--- src/rtl/bitstream_decoder.sv ---
// Stochastic bitstream decoder: counts 1s over a window of LENGTH valid samples
// and publishes the count on value with a single-cycle done pulse.
module bitstream_decoder #(
    parameter int LENGTH = 255,
    parameter int WIDTH  = 8
) (
    input  logic             clk,
    input  logic             n_rst,
    input  logic             start,
    input  logic             abort,
    input  logic             continuous,
    input  logic             bit_in,
    input  logic             bit_valid,
    output logic [WIDTH-1:0] value,
    output logic             done,
    output logic             busy
);

    typedef enum logic [0:0] {
        IDLE  = 1'b0,
        COUNT = 1'b1
    } state_t;

    // Sample index of the last sample in a window.
    localparam logic [WIDTH-1:0] LAST = WIDTH'(LENGTH - 1);

    state_t           r_state;
    logic [WIDTH-1:0] r_samples;
    logic [WIDTH-1:0] r_ones;
    logic [WIDTH-1:0] r_value;
    logic             r_done;

    state_t           w_state_nxt;
    logic [WIDTH-1:0] w_samples_nxt;
    logic [WIDTH-1:0] w_ones_nxt;
    logic [WIDTH-1:0] w_value_nxt;
    logic             w_done_nxt;
    logic [WIDTH-1:0] w_bit_ext;

    assign w_bit_ext = WIDTH'(bit_in);

    // Next-state, counter and result logic for the IDLE/COUNT window FSM.
    always_comb begin
        w_state_nxt   = r_state;
        w_samples_nxt = r_samples;
        w_ones_nxt    = r_ones;
        w_value_nxt   = r_value;
        w_done_nxt    = 1'b0;
        case (r_state)
            IDLE: begin
                if (start && !abort) begin
                    w_state_nxt   = COUNT;
                    w_samples_nxt = {WIDTH{1'b0}};
                    w_ones_nxt    = {WIDTH{1'b0}};
                end else begin
                    w_state_nxt   = IDLE;
                end
            end
            COUNT: begin
                // Abort wins over a completing sample in the same cycle.
                if (abort) begin
                    w_state_nxt   = IDLE;
                    w_samples_nxt = {WIDTH{1'b0}};
                    w_ones_nxt    = {WIDTH{1'b0}};
                end else if (bit_valid) begin
                    if (r_samples == LAST) begin
                        w_value_nxt   = r_ones + w_bit_ext;
                        w_done_nxt    = 1'b1;
                        w_samples_nxt = {WIDTH{1'b0}};
                        w_ones_nxt    = {WIDTH{1'b0}};
                        if (continuous) begin
                            w_state_nxt = COUNT;
                        end else begin
                            w_state_nxt = IDLE;
                        end
                    end else begin
                        w_samples_nxt = r_samples + WIDTH'(1);
                        w_ones_nxt    = r_ones + w_bit_ext;
                    end
                end else begin
                    w_state_nxt = COUNT;
                end
            end
            default: begin
                w_state_nxt   = IDLE;
                w_samples_nxt = {WIDTH{1'b0}};
                w_ones_nxt    = {WIDTH{1'b0}};
            end
        endcase
    end

    // State, counters and registered outputs.
    always_ff @(posedge clk or negedge n_rst) begin
        if (!n_rst) begin
            r_state   <= IDLE;
            r_samples <= {WIDTH{1'b0}};
            r_ones    <= {WIDTH{1'b0}};
            r_value   <= {WIDTH{1'b0}};
            r_done    <= 1'b0;
        end else begin
            r_state   <= w_state_nxt;
            r_samples <= w_samples_nxt;
            r_ones    <= w_ones_nxt;
            r_value   <= w_value_nxt;
            r_done    <= w_done_nxt;
        end
    end

    assign value = r_value;
    assign done  = r_done;
    assign busy  = (r_state == COUNT);

endmodule

--- config.mk ---
export PLATFORM = sky130hd
export DESIGN_NAME = bitstream_decoder
export DESIGN_NICKNAME = d
export VERILOG_FILES = /design/src/rtl/bitstream_decoder.sv
export SDC_FILE = /design/constraint.sdc
export NUM_CORES = 1
export LEC_CHECK = 0
export CAP_MARGIN = 20
export CORE_MARGIN = 2
export CORE_UTILIZATION = 40
export CTS_BUF_LIST = sky130_fd_sc_hd__clkbuf_4
export DETAILED_ROUTE_END_ITERATION = 10
export PLACE_DENSITY_LB_ADDON = 0.08
export SLEW_MARGIN = 20
export SYNTH_ARGS = -nofsm -noshare
export SYNTH_HDL_FRONTEND = slang
export SYNTH_SLANG_ARGS = --single-unit
--- constraint.sdc ---
create_clock -name clk -period 1.7 [get_ports clk]
set_input_delay 0.255 -clock clk [delete_from_list [all_inputs] [get_ports clk]]
set_output_delay 0.255 -clock clk [all_outputs]
set_load 0.02 [all_outputs]
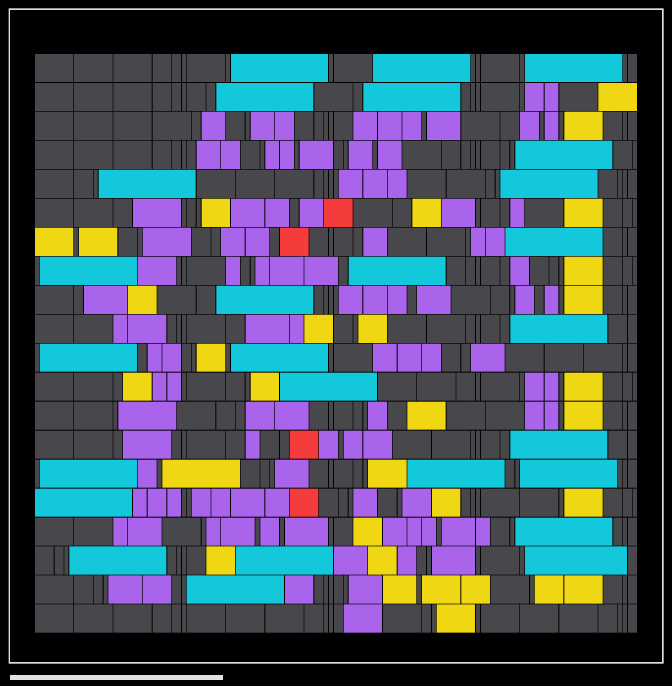
Fig. 1. Cell classes on the final placement.
The bar under the picture is 20 um long. Fill, decap, tap and diode cells in gray.
color	class	cells
yellow	remaining buffers and delay cells	31
purple	remaining logic cells	101
red	clock drivers and dummy loads	4
cyan	registers	26

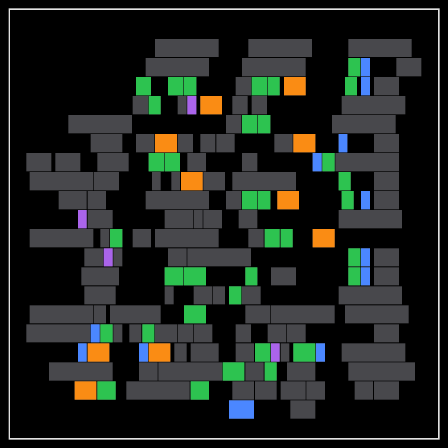
Fig. 2. Selected gate families.
color	family	cells
blue	nor cells	12
orange	xor and xnor cells	10
green	aoi and oai cells	35
purple	inv cells	4

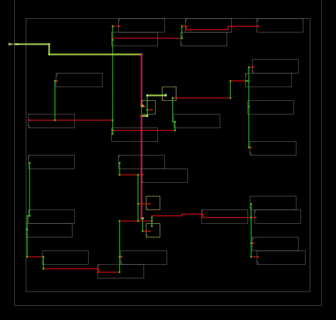
Fig. 3. Clock wiring as the flow saved it.
clk pwr: 0.289 mW
flop count: 26
clk sinks: 26

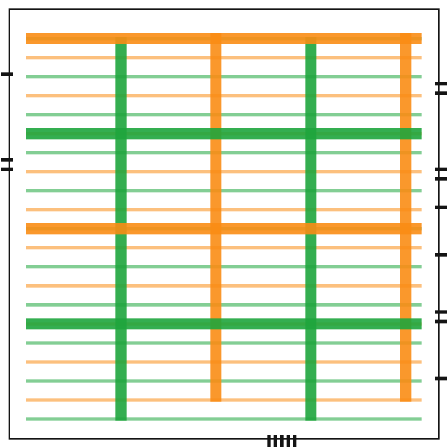
Fig. 4. Floorplan with the power grid.
Pins as bars on the die edge.
color	net
green	VSS
orange	VDD
met5 straps	4
rows	20
met1 rails	21
signal pins	17
met4 straps	4

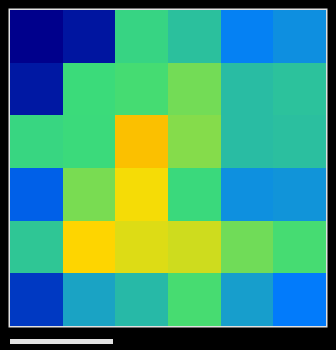
Fig. 5. Cell density map.
The bar under the picture is 20 um long. The die is cut into 6 by 6 equal tiles; dark blue is low, red is high, 0 to 100% covered.
mean over tiles	43%
densest ninth of the die	center
emptiest ninth of the die	north-west
nearly empty tiles	2.8%
fullest tile	78%

==> run notes <==
impl run done, here's what came out: minimum clock period=about 1700 ps, ys cells=131, Non-clk invs=4, worst slew pin tran=336 ps, # DRC=0, combinational logic power=0.157 mW, vias in the first global route=around 1,000, initial antenna violation count=0, critical path startpoint category=flip-flop, Warnings, synthesis=0, most frequent cells in the layout=dfrtp_1, a21oi_1, clkdlybuf4s50_1, max_cap viols=0, PwrDens=between 600 and 700 nW/um2, routed wire length=2.69 mm, max_slew headroom=77.6%, Post-Synth AOI/OAI Area=17.2%, dpl hpwl=1.90 mm, unrepaired setup endpoints after global routing=yes, Leakage=0.735 nW, grt peak-use layer=met2, crit path cell chain=or3b_4 -> and2_4 -> or4_4 -> a21oi_2, met2 global-route usage=27.7%, CTS tree=built, Final Power=1.10 mW, cell family with most CP delay=simple AND/OR/NAND/NOR gates, # resized after CTS=2, Final Util=54.3%, Worst path slowest cell=or4_4, CTS clk-pin slew, worst paths=130 ps, minimum hold slack=roughly 290 ps, outcome=complete, no violations, postcts setup bufs=0, Non-Filler Instances=approximately 200, xor/xnor share=6.69%, Die H=~61 um, Post-synth seq share=approximately half, # diodes=0, IO Port Bufs=16, Hold Crit Class=in2async, Top-Level Pins=17, worst path arrival time=1940 ps, Max Buffers Root-to-Sink=2, MI comb cells=approximately 97, first-pass GRT wire length=4.55 mm, TritonCTS buffer count=3, and+or+nand+nor area frac=18.6%, drt first pass iters=4, cell type taking the most area=sequential cells, Max VDD drop=0.000469 V, Sw Pwr=0.281 mW, comb area leader=simple AND/OR/NAND/NOR gates, Setup CP Type=reg2reg, Die ar.=about 3700 um2, post-synthesis area per instance=9.99 um2, placed cells=200, Yosys cell types=33, power share of the combinational group=14.2%, post-route ant nets=0, flop share of the area=39.0%, endpoints failing hold=0, CTS H-tree depth=1, die width=61.2 um, logic share of the area=38.0%, final setup vio count=0, Critical Path Sink Type=flip-flop, Pins Over Slew Limit=0, fraction of final layout cells sized beyond drive strength 1=21.0%, Tot GR Track Use=16.7%, Flop area=roughly 650 um2, Final nets=174, Cell Area, Synth=1310 um2, combinational gate area=636 um2, cts-stage hold buffer count=0, Final period util=98.8%, setup tns final=0 ps, clkbuf count=4, power of the sequential group=0.656 mW, sequential power share=59.5%, Well Taps=44, top post-synthesis cells by count=dfrtp_1, a21oi_1, nor2_1, number of warnings in the stage logs=30, Pre-Place Util=between 40% and 50%, top cells by area=dfrtp_1, a21oi_1, xnor2_1, Dominant Register Cell=dfrtp_1, worst setup margin=20.4 ps, skew final=1.69 ps, DR vias/cell=5.03, layout buffer count excluding clock buffers=31
flip-flops by register name, summed over array words and instances (netlist names):
name / count
busy: 1
done: 1
r_ones: 8
r_samples: 8
value: 8
worst register-to-register path: stages, from the launching register on:
cell     delay [ps]
dfrtp_2         430
or3b_4          370
and2_4          190
or4_4           480
a21oi_2         140
worst paths after layout:
| path | depth (start not counted) | startpoint | slack, ps | to |
|---|---|---|---|---|
| max | 4 | busy | 20 | r_samples[7] |
| min | 2 | n_rst | 290 | busy |
| max reg2reg | 4 | busy | 20 | r_samples[7] |
| min reg2reg | 1 | r_ones[7] | 520 | r_ones[7] |
| max in group asynchronous | 2 | n_rst | 1150 | busy |
| min in group clk | 1 | r_ones[7] | 520 | r_ones[7] |
Power figures rest on the tool's default switching activity, not on a simulated workload.
